$ cat src/rtl/uart_pkg.sv
// rtl/uart_pkg.sv - shared FSM encoding and default parameters for the UART transmitter
package uart_pkg;

  typedef logic [1:0] uart_state_t;

  localparam uart_state_t IDLE  = 2'd0;
  localparam uart_state_t START = 2'd1;
  localparam uart_state_t DATA  = 2'd2;
  localparam uart_state_t STOP  = 2'd3;

  localparam int DEFAULT_CLKS_PER_BIT = 4;
  localparam int DEFAULT_DATA_BITS    = 8;

endpackage

$ cat src/rtl/uart_baud_cnt.sv
// rtl/uart_baud_cnt.sv - bit-period counter; bit_end marks the last clock of each serial bit
module uart_baud_cnt
  import uart_pkg::*;
#(
  parameter int CLKS_PER_BIT = DEFAULT_CLKS_PER_BIT
) (
  input  logic clk,
  input  logic rstn,
  input  logic clear,
  output logic bit_end
);

  logic [15:0] r_cnt;
  logic        w_bit_end;

  // Wrapping at the bit end doubles as the reset on every state entry.
  assign w_bit_end = (r_cnt == 16'(CLKS_PER_BIT - 1));
  assign bit_end   = w_bit_end;

  always_ff @(posedge clk or negedge rstn) begin
    if (!rstn) begin
      r_cnt <= '0;
    end else if (clear || w_bit_end) begin
      r_cnt <= '0;
    end else begin
      r_cnt <= r_cnt + 16'd1;
    end
  end

endmodule

$ cat src/rtl/uart_tx.sv
// rtl/uart_tx.sv - UART transmitter: valid/ready byte intake, 8N1-style framing, registered txd
module uart_tx
  import uart_pkg::*;
#(
  parameter int CLKS_PER_BIT = DEFAULT_CLKS_PER_BIT,
  parameter int DATA_BITS    = DEFAULT_DATA_BITS
) (
  input  logic                 clk,
  input  logic                 rstn,
  input  logic                 tx_valid,
  input  logic [DATA_BITS-1:0] tx_data,
  output logic                 tx_ready,
  output logic                 txd,
  output logic                 tx_done
);

  uart_state_t          r_state;
  logic [DATA_BITS-1:0] r_shift;
  logic [2:0]           r_bit_idx;
  logic                 r_txd;
  logic                 r_tx_done;
  logic                 w_bit_end;
  logic                 w_clear;
  logic                 w_last_bit;

  // Holding the counter clear in IDLE makes START begin from zero at the accepting edge.
  assign w_clear    = (r_state == IDLE);
  assign w_last_bit = (r_bit_idx == 3'(DATA_BITS - 1));

  uart_baud_cnt #(
    .CLKS_PER_BIT(CLKS_PER_BIT)
  ) u_baud_cnt (
    .clk    (clk),
    .rstn   (rstn),
    .clear  (w_clear),
    .bit_end(w_bit_end)
  );

  always_ff @(posedge clk or negedge rstn) begin
    if (!rstn) begin
      r_state   <= IDLE;
      r_shift   <= '0;
      r_bit_idx <= '0;
      r_txd     <= 1'b1;
      r_tx_done <= 1'b0;
    end else begin
      r_tx_done <= 1'b0;
      case (r_state)
        IDLE: begin
          r_txd <= 1'b1;
          if (tx_valid) begin
            r_shift   <= tx_data;
            r_bit_idx <= '0;
            r_txd     <= 1'b0;
            r_state   <= START;
          end
        end
        START: begin
          if (w_bit_end) begin
            r_txd   <= r_shift[0];
            r_shift <= r_shift >> 1;
            r_state <= DATA;
          end
        end
        DATA: begin
          if (w_bit_end) begin
            if (w_last_bit) begin
              r_txd     <= 1'b1;
              r_bit_idx <= '0;
              r_state   <= STOP;
            end else begin
              r_txd     <= r_shift[0];
              r_shift   <= r_shift >> 1;
              r_bit_idx <= r_bit_idx + 3'd1;
            end
          end
        end
        STOP: begin
          if (w_bit_end) begin
            r_tx_done <= 1'b1;
            r_state   <= IDLE;
          end
        end
        default: begin
          r_state <= IDLE;
        end
      endcase
    end
  end

  assign tx_ready = (r_state == IDLE);
  assign txd      = r_txd;
  assign tx_done  = r_tx_done;

endmodule

$ cat config.mk
export PLATFORM = sky130hd
export DESIGN_NAME = uart_tx
export DESIGN_NICKNAME = d
export VERILOG_FILES = /design/src/rtl/uart_pkg.sv /design/src/rtl/uart_baud_cnt.sv /design/src/rtl/uart_tx.sv
export SDC_FILE = /design/constraint.sdc
export NUM_CORES = 1
export LEC_CHECK = 0
export ABC_AREA = 1
export CAP_MARGIN = 40
export CELL_PAD_IN_SITES_DETAIL_PLACEMENT = 1
export CELL_PAD_IN_SITES_GLOBAL_PLACEMENT = 1
export CORE_MARGIN = 2
export CORE_UTILIZATION = 33
export DETAILED_ROUTE_END_ITERATION = 8
export PLACE_DENSITY = 0.68
export SLEW_MARGIN = 20
export SYNTH_ARGS = -nofsm -noshare
export SYNTH_HDL_FRONTEND = slang
export SYNTH_HIERARCHICAL = 1
export SYNTH_SLANG_ARGS = --single-unit
$ cat constraint.sdc
create_clock -name clk -period 1.65 [get_ports clk]
set_clock_uncertainty 0.05 [all_clocks]
set_input_delay 0.33 -clock clk [delete_from_list [all_inputs] [get_ports clk]]
set_output_delay 0.33 -clock clk [all_outputs]
set_load 0.01 [all_outputs]
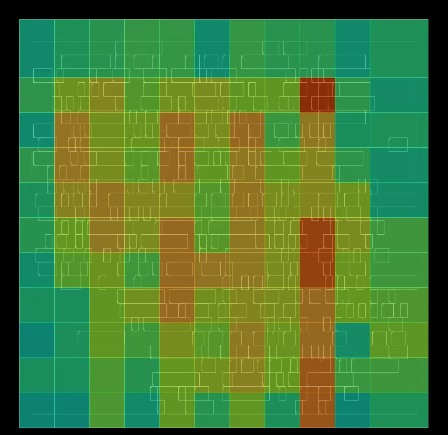
*Routing congestion map, run 1*
post-layout util: 44.06%
met2 track demand over resource: 28.75%
met3 track demand over resource: 3.371%
overall global routing resource usage: 17.54%
detailed-route wire length per cell: 13.64 um

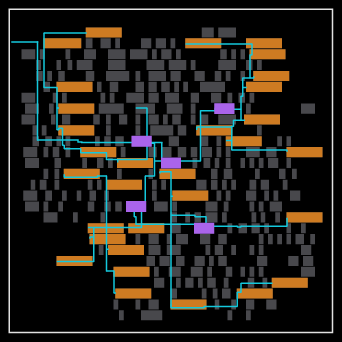
*Routed clock nets over the placement, run 1*
Drawn at 4 px/um.
Key: flip-flops = orange [count 31]; clock wires = cyan [length 497 um]; cells driving clock nets = purple [count 5]
There are 6 routed clock nets.
clock group total power: 614 uW
share of total power in the clock network: 17.0%
Worst-Skew Late Latency: 0.28 ns

==> impl_metrics.py, run 1 <==
# Synthesis and PnR figures
metrics = {
    "worst_setup_path": {
        "worstRegToRegCells": 8,
        "setup.worst_path.start": "r_state[0]",
        "critical_path_sink": "r_shift[3]",
    },
    "clock_tree": {
        "tritoncts.num_buffers": 5,
        "cts_setup_buffers": 0,
    },
    "sta": {
        "setup-violations-final": 9,
        "final.setup.worst_slack_ns": -0.03321,
        "post-route-min-period_ns": 1.683,
        "max_freq_mhz": 594.1,
    },
    "final_layout": {
        "largest-register": "u_baud_cnt/r_cnt",
        "most_instantiated_logic_cells_after_routing": "67 x nand2_1, 32 x nor2_1, 30 x dfrtp_1, 28 x inv_1, 26 x buf_4",
        "final_nets": 320,
        "ff_latch_area_sq_um": 777.0,
        "fin_area_sq_um": 2456,
    },
    "status": {
        "violations": "setup timing",
        "status": "finished with violations",
    },
    "place": {
        "placement.cell_area_sq_um": 2307,
        "detailedPlace.worstSlack_ns": -0.003602,
    },
    "power_and_ir_drop": {
        "switch_share_pct": 43.64,
        "seq-power_mw": 1.06,
        "internal_power_mw": 2.038,
        "share_seq_of_total_power_pct": 29.2,
    },
    "grt": {
        "grt_start_max_net_pins": 19,
        "grt.overflow.total": 0,
        "first_pass_grt_wire_length_um": 8631,
    },
    "synthesis": {
        "ys_sh_aoi_pct": 6.104,
        "topCellsByArea": "dfrtp_1 39%, nand2_1 13%, ha_1 7.1%, nor2_1 6.6%, inv_1 5.6%",
        "yosys.cell_count.top_type": "nand2_1",
        "synthesis.yosys.warnings": 6,
        "ys_cells": 254,
    },
    "die": {
        "nWellTaps": 72,
    },
    "detailed_routing": {
        "drc": 0,
    },
}
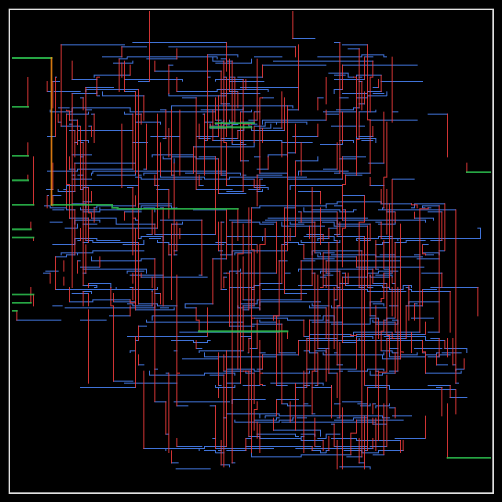
*Wiring by layer, run 1*
Drawn at 6 px/um.
Key: met3 = green [wire length 102 um]; met1 = blue [wire length 2530 um]; met4 = orange [wire length 24.5 um]; met2 = red [wire length 2390 um]
Total Routed Length: 5045 um
DR vias: 1718

## run 1: critical path, stage by stage (launching register included)
cell and delay, ns:
dfrtp_1 0.38, inv_1 0.11, buf_4 0.13, ha_1 0.25, nor2_1 0.09, nor2_2 0.30, nor2_2 0.12, nand3_1 0.09
nand2_1 0.05
## run 1: stage by stage
| step | TNS, ns | hold slack, ns | util (%) | total power [mW] |
|---|---|---|---|---|
| after floorplan | 0 | -0.01559 | - | 2.332 |
| after global placement | 0 | 0.4193 | 41.39 | 2.852 |
| after detailed placement | -0.003602 | 0.4227 | 41.39 | 2.905 |
| after CTS | 0 | 0.3461 | 43.23 | 3.529 |
| after global routing | -1.739 | 0.3440 | 44.06 | 3.961 |
| final | -0.1780 | 0.3359 | 44.06 | 3.616 |
### Placement by cell class, run 1

Drawn at 6 px/um. Fill, decap, tap and diode cells in gray.
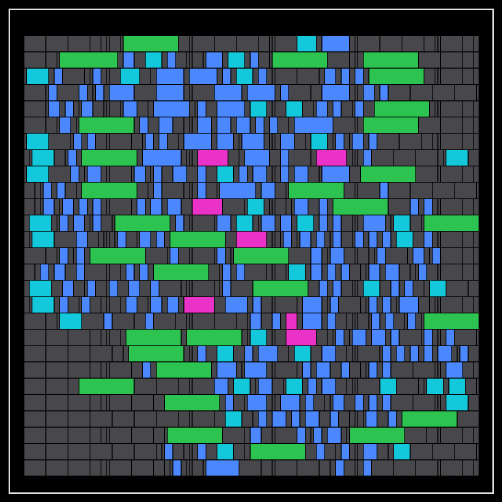

==> inputs of run 2 (changes only) <==
- PLACE_DENSITY: 0.68 -> 0.65
- clock period: 1.65 -> 1.7 ns (I/O delays scaled with it)
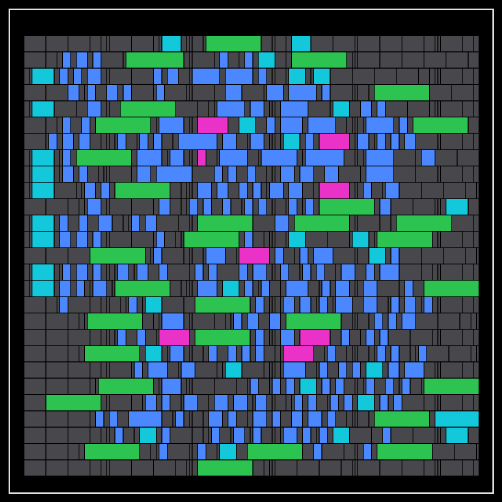
*Placement by cell class, run 2*
Drawn at 6 px/um. Fill, decap, tap and diode cells in gray.
Key: clock drivers and dummy loads = magenta [cells 8]; other buffers and delay cells = cyan [cells 33]; all other logic = blue [cells 221]; flip-flops = green [cells 31]
final standard cell area without fillers: 2451 sq um
sequential share of cell area: 31.70%
site row count: 27
area of the core region: 5574 sq um
post-layout util: 43.97%

==> run 2 against run 1 <==
Net effect:
- the run now ends clean
- cell count fell by 1.4%
- die area did not move
- count of clock-buffer cells in the layout rose by 2
- critical path depth rose by 1
- power fell by 1.3%
- flip-flop count did not move
- clock power rose by 7.7%
- sequential share of layout area rose by 0.065 points
- critical path type unchanged
==> impl_metrics.py, run 2 <==
# Synthesis and PnR figures
metrics = {
    "grt": {
        "grt.overflow.total": 0,
        "grt_start_max_net_pins": 32,
        "first_pass_grt_wire_length_um": 8155,
    },
    "sta": {
        "max_freq_mhz": 606.6,
        "post-route-min-period_ns": 1.648,
        "hold_slack_ns": 0.3628,
        "setup-violations-final": 0,
        "setup_tns_ns": 0,
        "final.setup.worst_slack_ns": 0.05157,
    },
    "clock_tree": {
        "tritoncts_num_sinks": 31,
        "tritoncts.num_buffers": 5,
        "cts_setup_buffers": 0,
        "cts-root-to-sink-buffers": 2,
        "clock_latency_ns": 0.29,
    },
    "place": {
        "placement.cell_area_sq_um": 2275,
        "dp_cells": 355,
        "detailedPlace.worstSlack_ns": 0.03025,
    },
    "synthesis": {
        "ys_cells": 254,
        "yosys.cell_count.top_type": "nand2_1",
        "flip_flop_and_latch_count_after_synthesis": 31,
        "topCellsByArea": "dfrtp_1 39%, nand2_1 13%, ha_1 7.1%, nor2_1 6.6%, inv_1 5.6%",
    },
    "worst_setup_path": {
        "critical_path.top_delay_family": "simple AND/OR/NAND/NOR gates",
        "cp_num_buf_inv": 2,
        "worstRegToRegCells": 9,
        "slowest_cell_on_the_critical_path": "dfrtp_1",
        "reg2reg_to": "r_shift[1]",
        "setup.worst_path.start": "u_baud_cnt/r_cnt[1]",
        "critical_path.cell_chain": "ha_2, nand4_1, nor3_2, buf_4, inv_4, o21ai_4, nand3_4, nand2_1, nand2_1",
        "crit_top_cell": "nand2_1",
        "max_stage_delay_ns": 0.40,
    },
    "die": {
        "fp-utilization_pct": 34.57,
        "nWellTaps": 72,
    },
    "status": {
        "status": "completed",
    },
    "power_and_ir_drop": {
        "switch_share_pct": 43.21,
        "share_seq_of_total_power_pct": 29.1,
        "internal_power_mw": 2.026,
        "seq-power_mw": 1.04,
        "p_comb_mw": 1.87,
        "power_frac_clock_pct": 18.5,
        "design_power_total_mw": 3.568,
    },
    "final_layout": {
        "inv_count": 32,
        "most_instantiated_logic_cells_after_routing": "60 x nand2_1, 33 x nor2_1, 30 x dfrtp_1, 27 x inv_1, 19 x buf_4",
        "sequential_cell_total": 31,
        "final_nets": 314,
        "largest-register": "u_baud_cnt/r_cnt",
        "num-nonclk-buffers": 33,
    },
    "detailed_routing": {
        "drt-wirelength-per-cell_um": 13.05,
        "drc": 0,
        "total_routed_length_um": 4763,
        "route.vias.total": 1740,
    },
}
==> run 2: cell counts after synthesis <==
No cell type changed its count.
==> run 2: cell families after synthesis <==
kind of cell / after synthesis / synth area share, %
compound gates: 19 / 6.104
xor+xnor: 7 / 3.182
fa+ha+maj: 11 / 7.143
buf+inv: 35 / 7.662
flops: 31 / 40.32
simple gates: 151 / 35.58
==> run 2: worst max-delay path by stage <==
stage	end	depth (start not counted)	slack (ns)
after global placement	r_shift[7]	9	0.07
after CTS	r_shift[3]	9	0.03
final	r_shift[1]	9	0.05
after floorplan	r_state[0]	8	0.08
after global routing	r_shift[5]	9	-0.1
after detailed placement	r_shift[3]	9	0.03
No activity file was given, so power comes from the tool's default toggle rates.
